$ cat src/rtl/mem_stage.sv
// LC-3b memory-access stage: performs loads/stores (incl. indirect) over a
// single-port mem_resp handshake, stalls upstream while an access is
// outstanding, and registers writeback values for the writeback stage.
module mem_stage #(
    parameter int unsigned WIDTH = 16
) (
    input  logic             clk,
    input  logic             reset,
    input  logic             valid_in,
    input  logic [2:0]       mem_op_in,
    input  logic [WIDTH-1:0] addr_in,
    input  logic [WIDTH-1:0] sdata_in,
    input  logic [WIDTH-1:0] alu_in,
    input  logic [2:0]       dr_in,
    input  logic             ld_regfile_in,
    output logic             stall_out,
    output logic             mem_read,
    output logic             mem_write,
    output logic [1:0]       mem_byte_enable,
    output logic [WIDTH-1:0] mem_address,
    output logic [WIDTH-1:0] mem_wdata,
    input  logic             mem_resp,
    input  logic [WIDTH-1:0] mem_rdata,
    output logic             wb_valid,
    output logic [WIDTH-1:0] wb_data,
    output logic [2:0]       wb_dr,
    output logic             wb_ld_regfile
);

    localparam logic [1:0] IDLE = 2'd0;
    localparam logic [1:0] ACC1 = 2'd1;
    localparam logic [1:0] ACC2 = 2'd2;

    localparam logic [2:0] OP_NONE = 3'd0;
    localparam logic [2:0] OP_LDW  = 3'd1;
    localparam logic [2:0] OP_LDB  = 3'd2;
    localparam logic [2:0] OP_STW  = 3'd3;
    localparam logic [2:0] OP_STB  = 3'd4;
    localparam logic [2:0] OP_LDI  = 3'd5;
    localparam logic [2:0] OP_STI  = 3'd6;
    localparam logic [2:0] OP_RSV  = 3'd7;

    logic [1:0]       state_q, state_d;
    logic [2:0]       op_q, op_d;
    logic [WIDTH-1:0] addr_q, addr_d;
    logic [WIDTH-1:0] sdata_q, sdata_d;
    logic [2:0]       dr_q, dr_d;
    logic             ld_q, ld_d;

    logic             mem_read_d, mem_write_d;
    logic [1:0]       be_d;
    logic [WIDTH-1:0] maddr_d, wdata_d;
    logic             wb_valid_d, wb_ld_d;
    logic [WIDTH-1:0] wb_data_d;
    logic [2:0]       wb_dr_d;

    logic             stall_c;
    logic             final_resp;
    logic             in_is_mem, in_is_byte, in_is_store;
    logic             q_is_load, q_is_indirect;
    logic [7:0]       rbyte;

    // Decode of the incoming and the latched operation
    always_comb begin
        in_is_mem     = (mem_op_in != OP_NONE) && (mem_op_in != OP_RSV);
        in_is_byte    = (mem_op_in == OP_LDB) || (mem_op_in == OP_STB);
        in_is_store   = (mem_op_in == OP_STW) || (mem_op_in == OP_STB);
        q_is_load     = (op_q == OP_LDW) || (op_q == OP_LDB) || (op_q == OP_LDI);
        q_is_indirect = (op_q == OP_LDI) || (op_q == OP_STI);
        rbyte         = addr_q[0] ? mem_rdata[15:8] : mem_rdata[7:0];
    end

    // Next-state, memory request and writeback computation
    always_comb begin
        state_d     = state_q;
        op_d        = op_q;
        addr_d      = addr_q;
        sdata_d     = sdata_q;
        dr_d        = dr_q;
        ld_d        = ld_q;
        mem_read_d  = mem_read;
        mem_write_d = mem_write;
        be_d        = mem_byte_enable;
        maddr_d     = mem_address;
        wdata_d     = mem_wdata;
        wb_valid_d  = 1'b0;
        wb_data_d   = wb_data;
        wb_dr_d     = wb_dr;
        wb_ld_d     = wb_ld_regfile;
        stall_c     = 1'b0;
        final_resp  = 1'b0;

        case (state_q)
            IDLE: begin
                if (valid_in && in_is_mem) begin
                    state_d     = ACC1;
                    stall_c     = 1'b1;
                    op_d        = mem_op_in;
                    addr_d      = addr_in;
                    sdata_d     = sdata_in;
                    dr_d        = dr_in;
                    ld_d        = ld_regfile_in;
                    mem_read_d  = !in_is_store;
                    mem_write_d = in_is_store;
                    if (in_is_byte) begin
                        maddr_d = addr_in;
                        be_d    = addr_in[0] ? 2'b10 : 2'b01;
                    end else begin
                        maddr_d = {addr_in[WIDTH-1:1], 1'b0};
                        be_d    = 2'b11;
                    end
                    wdata_d = (mem_op_in == OP_STB) ? WIDTH'({sdata_in[7:0], sdata_in[7:0]})
                                                    : sdata_in;
                end else if (valid_in && (mem_op_in == OP_NONE)) begin
                    wb_valid_d = 1'b1;
                    wb_data_d  = alu_in;
                    wb_dr_d    = dr_in;
                    wb_ld_d    = ld_regfile_in;
                end
            end
            ACC1: begin
                if (mem_resp) begin
                    if (q_is_indirect) begin
                        state_d     = ACC2;
                        stall_c     = 1'b1;
                        maddr_d     = {mem_rdata[WIDTH-1:1], 1'b0};
                        be_d        = 2'b11;
                        mem_read_d  = (op_q == OP_LDI);
                        mem_write_d = (op_q == OP_STI);
                        wdata_d     = sdata_q;
                    end else begin
                        final_resp = 1'b1;
                    end
                end else begin
                    stall_c = 1'b1;
                end
            end
            ACC2: begin
                if (mem_resp) begin
                    final_resp = 1'b1;
                end else begin
                    stall_c = 1'b1;
                end
            end
            default: state_d = IDLE;
        endcase

        if (final_resp) begin
            state_d     = IDLE;
            mem_read_d  = 1'b0;
            mem_write_d = 1'b0;
            be_d        = 2'b00;
            wb_valid_d  = 1'b1;
            if (q_is_load) begin
                wb_data_d = (op_q == OP_LDB) ? {{(WIDTH-8){rbyte[7]}}, rbyte} : mem_rdata;
                wb_dr_d   = dr_q;
                wb_ld_d   = ld_q;
            end else begin
                wb_ld_d   = 1'b0;
            end
        end
    end

    assign stall_out = stall_c;

    // State, latched instruction, memory request and writeback registers
    always_ff @(posedge clk) begin
        if (reset) begin
            state_q         <= IDLE;
            op_q            <= OP_NONE;
            addr_q          <= '0;
            sdata_q         <= '0;
            dr_q            <= '0;
            ld_q            <= 1'b0;
            mem_read        <= 1'b0;
            mem_write       <= 1'b0;
            mem_byte_enable <= 2'b00;
            mem_address     <= '0;
            mem_wdata       <= '0;
            wb_valid        <= 1'b0;
            wb_data         <= '0;
            wb_dr           <= '0;
            wb_ld_regfile   <= 1'b0;
        end else begin
            state_q         <= state_d;
            op_q            <= op_d;
            addr_q          <= addr_d;
            sdata_q         <= sdata_d;
            dr_q            <= dr_d;
            ld_q            <= ld_d;
            mem_read        <= mem_read_d;
            mem_write       <= mem_write_d;
            mem_byte_enable <= be_d;
            mem_address     <= maddr_d;
            mem_wdata       <= wdata_d;
            wb_valid        <= wb_valid_d;
            wb_data         <= wb_data_d;
            wb_dr           <= wb_dr_d;
            wb_ld_regfile   <= wb_ld_d;
        end
    end

endmodule

$ cat config.mk
export PLATFORM = sky130hd
export DESIGN_NAME = mem_stage
export DESIGN_NICKNAME = d
export VERILOG_FILES = /design/src/rtl/mem_stage.sv
export SDC_FILE = /design/constraint.sdc
export NUM_CORES = 1
export LEC_CHECK = 0
export CAP_MARGIN = 0
export CORE_MARGIN = 4
export CORE_UTILIZATION = 46
export CTS_BUF_LIST = sky130_fd_sc_hd__clkbuf_16
export DETAILED_ROUTE_END_ITERATION = 7
export PLACE_DENSITY = 0.81
export SYNTH_ARGS = -nofsm -noshare
export SYNTH_HDL_FRONTEND = slang
export SYNTH_SLANG_ARGS = --single-unit
$ cat constraint.sdc
create_clock -name clk -period 2.19 [get_ports clk]
set_input_delay 0.438 -clock clk [delete_from_list [all_inputs] [get_ports clk]]
set_output_delay 0.438 -clock clk [all_outputs]
set_load 0.005 [all_outputs]
### Wires at chosen ports, followed through buffers

The bar under the picture is 20 um long.
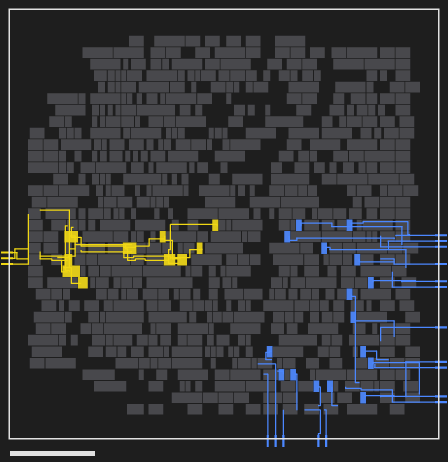
legend:
  mem_op_in:
    color: yellow
    direction: input
    end_cells: 10
    buffers: 6
    wire: 224 um
  alu_in:
    color: blue
    direction: input
    end_cells: 16
    buffers: 16
    wire: 435 um

### Logic cells by family

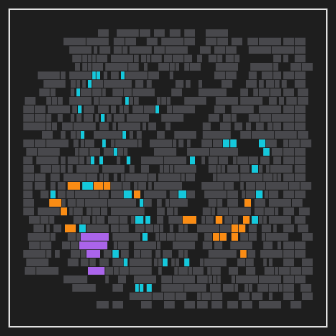
legend:
  fa/ha/maj cells:
    color: purple
    cells: 4
    most_used: ha_4
    where: bottom left
  and/or cells:
    color: orange
    cells: 17
    most_used: or2_2
  nor cells:
    color: cyan
    cells: 40
    most_used: nor2_1

### Routing congestion

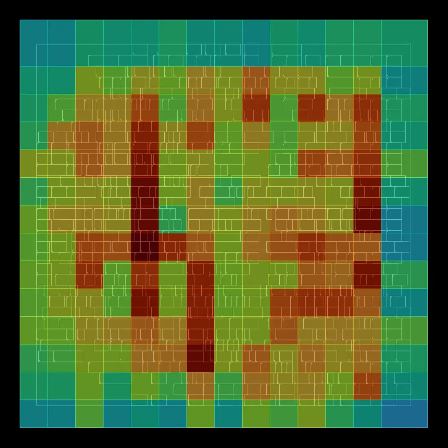
GRT met2 Usage: 0.432
met1 Resource Use GR: 0.339
global-route usage over all layers: 0.262
layer with the highest usage after global routing: met2

### Close-up of the layout

The bar under the picture is 10 um long. Window x 13 to 38, y 13 to 38 um. Cells in gray, sequential cells in the stronger gray; small squares are vias.
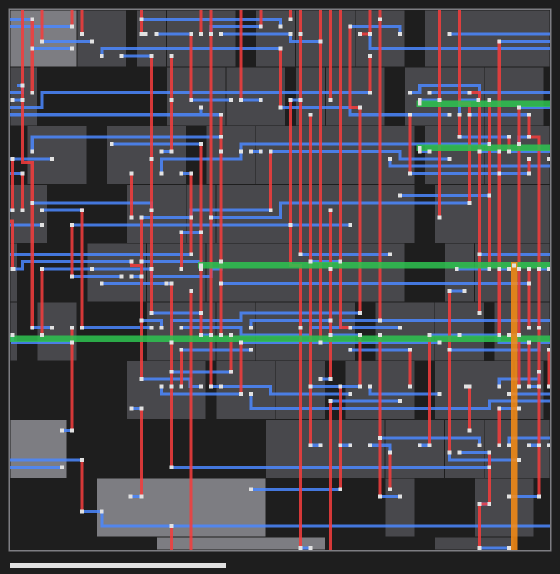
legend:
  M3:
    color: green
  M1:
    color: blue
  M4:
    color: orange
  M2:
    color: red
sequential cells in the window: 1
most frequent: buf_4 (12), o21ai_0 (4)
cells with their middle in the window: 50
netlist names of flops here include: state_q (1)

### Where the registers sit

The bar under the picture is 20 um long. Other sequential cells in the stronger gray, the rest of the logic in the fainter gray.
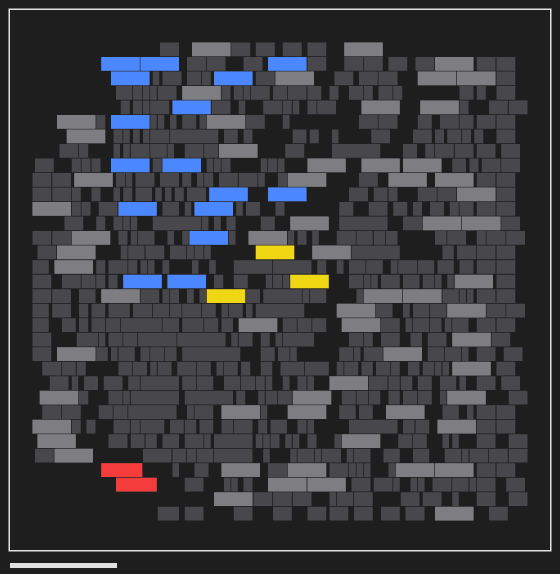
legend:
  sdata_q:
    color: blue
    placed_flops: 16
  state_q:
    color: red
    placed_flops: 2
  op_q:
    color: yellow
    placed_flops: 3
not colored: 62

==> job_summary.md <==
## Implementation flow summary

| Metric | Value |
|---|---|
| Run status | `finished clean` |
| Power of the sequential group | `2150 uW` |
| Tally of OpenROAD warnings | `29` |
| Clock root buffer | `clkbuf_16` |
| Ys Warns | `0` |
| Comb pwr share | `0.479` |
| GP Congestion | `0.833` |
| Setup violations, final | `0` |
| Antenna violations before repair | `0` |
| Crit path max-delay family | `buffers and inverters` |
| Flops out of synthesis | `83` |
| DRC violations left | `0` |
| Maximum count of clock buffers along a single path | `2` |
| Cell internal power dissipation | `4480 uW` |
| Share of synthesized area occupied by flip-flops and latches | `0.416` |
| Number of slew-limit violations in the final report | `0` |
| Initial drt markers | `275` |
| Critical path's slowest cell | `clkdlybuf4s50_1` |
| Setup skew after layout | `0.00446 ns` |
| Routed wire length per instance | `18.3 um` |
| CP Buf/Inv Count | `2` |
| Chain of cells forming the critical path | `clkdlybuf4s50_1 > nand2_1 > or3_4 > a21oi_2 > clkdlybuf4s15_2` |
| Largest stage delay on the critical path | `0.48 ns` |
| Worst path depth | `5` |
| Clock network power | `1510 uW` |
| Asr flop ratio synth | `0` |
| Yosys synthesis chip area | `4000 um^2` |
| Worst-case headroom to the max-slew limit | `0.461` |
| Wire length of the first global-routing pass | `21400 um` |
| Fmax | `468 MHz` |
| Area fraction in full adders, half adders and majority gates | `0.0125` |
| Highest ir drop seen on vdd | `0.860 mV` |
| Count of instantiated cells in the yosys netlist | `478` |
| Synthesis-to-finish area growth | `50.2%` |
| Hold Vio Cnt, Final | `0` |
| Reported combinational group power | `3370 uW` |
| Critical path startpoint category | `input pin` |
| Fraction of power spent switching nets | `0.363` |
| Number of enable-type register cells in the synthesized netlist | `0` |
| Avg Cell Area, Syn | `8.36 um^2` |
| Post-Syn Nets | `557` |
| FF-to-FF path depth | `7` |
==> per-layer routing <==
layer	up-vias	global-route usage	part of all wire
li1	2024	-	-
met1	2029	0.339	0.40
met2	238	0.432	0.47
met3	24	0.0510	0.10
met4	0	0.104	0.023
met5	-	0	0
==> flip-flops by register name (all words and copies together) (netlist names), 2 cells and up <==
| register | count |
|---|---|
| op_q | 3 |
| dr_q | 3 |
| mem_byte_enable | 2 |
| state_q | 2 |
| mem_wdata | 16 |
| wb_data | 16 |
| wb_dr | 3 |
| mem_address | 16 |
| sdata_q | 16 |
==> area by class of cell <==
class                      count  area (um^2)  share of cell area
inverter                       7         28.8             0.00479
clock buffer                   9          225              0.0375
sequential                    83         1660               0.277
timing repair buffer         170         1690               0.281
tap                          105          131              0.0219
clock inverter                 7         68.8              0.0115
multi-input combinational    346         2200               0.366
==> Yosys cell counts, types with 6 or more instances <==
master,instances,area [um^2]
o2111ai_1,9,78.8
a21oi_1,57,285
a311oi_1,19,166
or2_2,9,56.3
dfxtp_1,83,1660
a211oi_1,32,240
a2111oi_0,7,61.3
inv_1,6,22.5
clkbuf_1,29,109
o21ai_0,13,65.1
mux2i_1,32,320
buf_2,11,55.1
nor3_1,8,40.0
nor2b_1,8,50.1
nor2_1,20,75.1
nand2_1,91,342
==> per-stage QoR <==
stage               power (uW)   util  instance area (um^2)
floorplan                 3830      -                  4000
detailed placement        5480  0.680                  5670
finish                    7030  0.720                  6000
CTS                       7000  0.716                  5970
global route              7430  0.720                  6000
global placement          5390  0.680                  5670
==> worst paths after layout <==
kind / from / end / slack [ns]
setup / recovery: valid_in / stall_out / 0.06
hold / removal: reset / ld_q / 0.34
hold reg to reg: sdata_q[13] / sdata_q[13] / 0.46
setup reg to reg: state_q[1] / wb_data[0] / 0.12
Power and IR drop assume default switching activity.
